Fig. 1: where the registers sit
Other sequential cells in the stronger grey, the rest of the logic in the fainter grey.
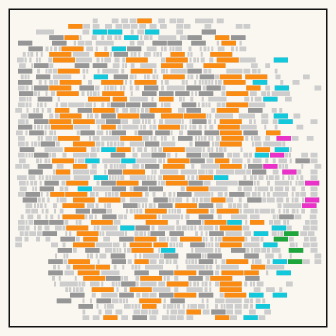
Fig. 2: congestion heat map
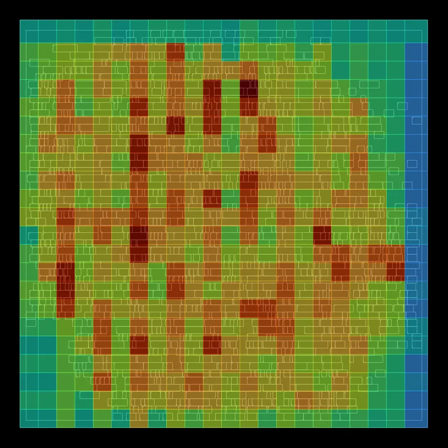
<file path="src/rtl/duc_nco_cfg_ctrl.sv">
// Configuration sequencer for the DUC NCO bank: shadow/active config words, serial per-channel load, settle, datapath enable.
// Latency: apply in RUN -> START +1 -> ch0 valid +2 -> last ch valid +NUM_CH+1 -> dp_enable +NUM_CH+2+SETTLE_CYC.
// Backpressure: each channel holds valid/data until tready or TIMEOUT_CYC cycles elapse; the sequence never stalls forever.
module duc_nco_cfg_ctrl #(
    parameter int             NUM_CH      = 4,
    parameter int             DW          = 32,
    parameter int             SETTLE_CYC  = 8,
    parameter int             TIMEOUT_CYC = 64,
    parameter logic [DW-1:0]  RST_FREQ    = 32'h4000_0000
) (
    input  logic              clk_duc,
    input  logic              rst,
    input  logic              wr_en,
    input  logic [2:0]        wr_addr,
    input  logic [DW-1:0]     wr_data,
    input  logic              apply,
    output logic [DW-1:0]     cfg_tdata,
    output logic [NUM_CH-1:0] cfg_tvalid,
    input  logic [NUM_CH-1:0] cfg_tready,
    output logic              dp_enable,
    output logic              busy,
    output logic              done,
    output logic              timeout_err,
    output logic [DW-1:0]     active_freq
);

    localparam int CHW     = (NUM_CH > 1) ? $clog2(NUM_CH) : 1;
    localparam int CNT_MAX = (SETTLE_CYC > TIMEOUT_CYC) ? SETTLE_CYC : TIMEOUT_CYC;
    localparam int CW      = $clog2(CNT_MAX + 1);

    localparam logic [CW-1:0]  SETTLE_LAST  = CW'(SETTLE_CYC - 1);
    localparam logic [CW-1:0]  TIMEOUT_LAST = CW'(TIMEOUT_CYC - 1);
    localparam logic [CHW-1:0] LAST_CH      = CHW'(NUM_CH - 1);

    localparam logic [1:0] ST_START  = 2'd0;
    localparam logic [1:0] ST_ISSUE  = 2'd1;
    localparam logic [1:0] ST_SETTLE = 2'd2;
    localparam logic [1:0] ST_RUN    = 2'd3;

    // Index 0 holds the ch0 frequency word, indices 1..NUM_CH-1 the phase offsets.
    logic [DW-1:0]     shadow_q [NUM_CH];
    logic [DW-1:0]     shadow_d [NUM_CH];
    logic [DW-1:0]     active_q [NUM_CH];
    logic [DW-1:0]     active_d [NUM_CH];

    logic [1:0]        state_q, state_d;
    logic [CHW-1:0]    ch_q, ch_d;
    logic [CHW-1:0]    ch_nxt;
    logic [CW-1:0]     cnt_q, cnt_d;
    logic              pend_q, pend_d;
    logic              err_q, err_d;
    logic              done_q, done_d;
    logic [NUM_CH-1:0] tvalid_q, tvalid_d;
    logic [DW-1:0]     tdata_q, tdata_d;
    logic              hs;

    assign hs     = |(tvalid_q & cfg_tready);
    assign ch_nxt = ch_q + 1'b1;

    // Shadow writes land in any state; out-of-range addresses match no entry and are dropped.
    always_comb begin
        for (int i = 0; i < NUM_CH; i++) begin
            shadow_d[i] = shadow_q[i];
            if (wr_en && (wr_addr == 3'(i))) begin
                shadow_d[i] = wr_data;
            end
        end
    end

    // Sequencer next-state: commit, per-channel issue with timeout, settle, run.
    always_comb begin
        state_d  = state_q;
        ch_d     = ch_q;
        cnt_d    = cnt_q;
        pend_d   = pend_q;
        err_d    = err_q;
        done_d   = 1'b0;
        tvalid_d = tvalid_q;
        tdata_d  = tdata_q;
        for (int i = 0; i < NUM_CH; i++) begin
            active_d[i] = active_q[i];
        end

        case (state_q)
            ST_START: begin
                // Commit uses the shadow as it stood before this edge; a write in
                // this very cycle waits for the next commit.
                for (int i = 0; i < NUM_CH; i++) begin
                    active_d[i] = shadow_q[i];
                end
                err_d    = 1'b0;
                ch_d     = '0;
                cnt_d    = '0;
                tvalid_d = NUM_CH'(1);
                tdata_d  = shadow_q[0];
                state_d  = ST_ISSUE;
                if (apply) begin
                    pend_d = 1'b1;
                end
            end

            ST_ISSUE: begin
                if (apply) begin
                    pend_d = 1'b1;
                end
                if (hs || (cnt_q == TIMEOUT_LAST)) begin
                    // A handshake on the final allowed cycle still counts as success.
                    if (!hs) begin
                        err_d = 1'b1;
                    end
                    cnt_d = '0;
                    if (ch_q == LAST_CH) begin
                        tvalid_d = '0;
                        state_d  = ST_SETTLE;
                    end else begin
                        ch_d     = ch_nxt;
                        tvalid_d = tvalid_q << 1;
                        tdata_d  = active_q[ch_nxt];
                    end
                end else begin
                    cnt_d = cnt_q + 1'b1;
                end
            end

            ST_SETTLE: begin
                if (cnt_q == SETTLE_LAST) begin
                    cnt_d = '0;
                    // An apply landing on the last settle cycle still forces a re-run.
                    if (pend_q || apply) begin
                        pend_d  = 1'b0;
                        state_d = ST_START;
                    end else begin
                        state_d = ST_RUN;
                        done_d  = 1'b1;
                    end
                end else begin
                    cnt_d = cnt_q + 1'b1;
                    if (apply) begin
                        pend_d = 1'b1;
                    end
                end
            end

            ST_RUN: begin
                if (apply) begin
                    state_d = ST_START;
                end
            end

            default: begin
                state_d = ST_START;
            end
        endcase
    end

    // State and register update with synchronous reset.
    always_ff @(posedge clk_duc) begin
        if (rst) begin
            state_q  <= ST_START;
            ch_q     <= '0;
            cnt_q    <= '0;
            pend_q   <= 1'b0;
            err_q    <= 1'b0;
            done_q   <= 1'b0;
            tvalid_q <= '0;
            tdata_q  <= '0;
            for (int i = 0; i < NUM_CH; i++) begin
                shadow_q[i] <= (i == 0) ? RST_FREQ : '0;
                active_q[i] <= (i == 0) ? RST_FREQ : '0;
            end
        end else begin
            state_q  <= state_d;
            ch_q     <= ch_d;
            cnt_q    <= cnt_d;
            pend_q   <= pend_d;
            err_q    <= err_d;
            done_q   <= done_d;
            tvalid_q <= tvalid_d;
            tdata_q  <= tdata_d;
            for (int i = 0; i < NUM_CH; i++) begin
                shadow_q[i] <= shadow_d[i];
                active_q[i] <= active_d[i];
            end
        end
    end

    assign cfg_tdata   = tdata_q;
    assign cfg_tvalid  = tvalid_q;
    assign dp_enable   = (state_q == ST_RUN);
    assign busy        = (state_q != ST_RUN);
    assign done        = done_q;
    assign timeout_err = err_q;
    assign active_freq = active_q[0];

endmodule

</file>
<file path="config.mk">
export PLATFORM = sky130hd
export DESIGN_NAME = duc_nco_cfg_ctrl
export DESIGN_NICKNAME = d
export VERILOG_FILES = /design/src/rtl/duc_nco_cfg_ctrl.sv
export SDC_FILE = /design/constraint.sdc
export NUM_CORES = 1
export LEC_CHECK = 0
export CORE_MARGIN = 2
export CORE_UTILIZATION = 55
export DETAILED_ROUTE_END_ITERATION = 16
export PLACE_DENSITY = 0.79
export SLEW_MARGIN = 40
export SYNTH_ARGS = -nofsm -noshare
export SYNTH_HDL_FRONTEND = slang
export SYNTH_SLANG_ARGS = --single-unit
export TNS_END_PERCENT = 50
</file>
<file path="constraint.sdc">
create_clock -name clk_duc -period 5.6 [get_ports clk_duc]
set_input_delay 1.4 -clock clk_duc [delete_from_list [all_inputs] [get_ports clk_duc]]
set_output_delay 1.4 -clock clk_duc [all_outputs]
set_load 0.02 [all_outputs]
</file>
==> out/results.tsv <==
stage	metric	value	unit
status	status	complete, no violations	
clock_network	cts_tree	done	
clock_network	cts.sink_count	306	
power	p_seq	2860	uW
drt	vias	8839	
critical_path	rr_startpoint	ch_q[0]	
power	max-vdd-ir-drop	0.315	mV
power	p_int	4580	uW
critical_path	cp.required	4200	ps
clock_network	clock-root-buffer	clkbuf_16	
synth	syn_area	0.0123	mm2
synth	fp_nets	1225	
critical_path	endpoint_kind	output pin	
placed_design	post-place-cells	1498	
critical_path	worstSetupStartpointType	flop	
drt	drc	0	
sta	worst_pin_slew	814	ps
synth	flop_cell	dfxtp_1	
die	die_area	0.0236	mm2
synth	topCombFamilyByArea	simple AND/OR/NAND/NOR gates	
synth	ys_cells	1176	
global_routing	grt_use_total	23.9	%
clock_network	postCtsSetupBuffers	0	
sta	hold_slack	449	ps
sta	timing.fmax	291	MHz
job	tool_warnings	31	
global_routing	grt_max_degree	119	
finish	buf_share	9.06	%
sta	fin_tns_setup	0	ps
sta	rsz0062_at_grt	false	
worst_hold_path	whs_endpoint	shadow_q[0][42]	
power	switchingPower	1980	uW
power	p_clk	1980	uW
sta	drv_slew	0	
sta	period_used_share	61.4	%
drt	ant_nets	0	
sta	period_needed	3440	ps
synth	xor_share	0	%
finish	clk_share	6.74	%
synth	ys_sh_mux	11.1	%
critical_path	cp-startpoint	state_q[1]	
clock_network	ctsHoldBuffers	0	
global_routing	grt_pass1_vias	8667	
critical_path	endpoint	busy	
drt	dr_wl_met3	2190	um
placed_design	dp_slack	2070	ps
die	fp_util	56.1	%
die	io_pins	115	
finish	lay_top_count	nand2_1	
placed_design	post_dp_cell_area	0.0136	mm2
critical_path	path_delay_family	buffers and inverters	
synth	top_area_share	34.2	%
finish	drive_above_1_share	9.42	%
power	leakagePower	0.00529	uW
power	pg_comb	1720	uW
global_routing	antenna_found_initial	0	
worst_hold_path	whs_path_depth	2	
power	switching_share	30.2	%
critical_path	max_stage_delay	560	ps
synth	aoi_share	9.04	%
global_routing	top_usage_layer	met2	
About Fig. 1:
[`cfg_tvalid`] green | placed flops: 4 | where: south-east
[`cfg_tdata`] cyan | placed flops: 32
[`cnt_q`] magenta | placed flops: 7 | where: east
[`active_q`] orange | placed flops: 128
not coloured: 135
Register Area: 0.00709 mm2
Layout Utilization: 66.6%
Seq/total area: 48.6%

About Fig. 2:
GR Util met2: 39.2%
per-cell routed wire length: 18.4 um
met3 GRT Util: 4.20%

Power figures rest on the tool's default switching activity, not on a simulated workload.
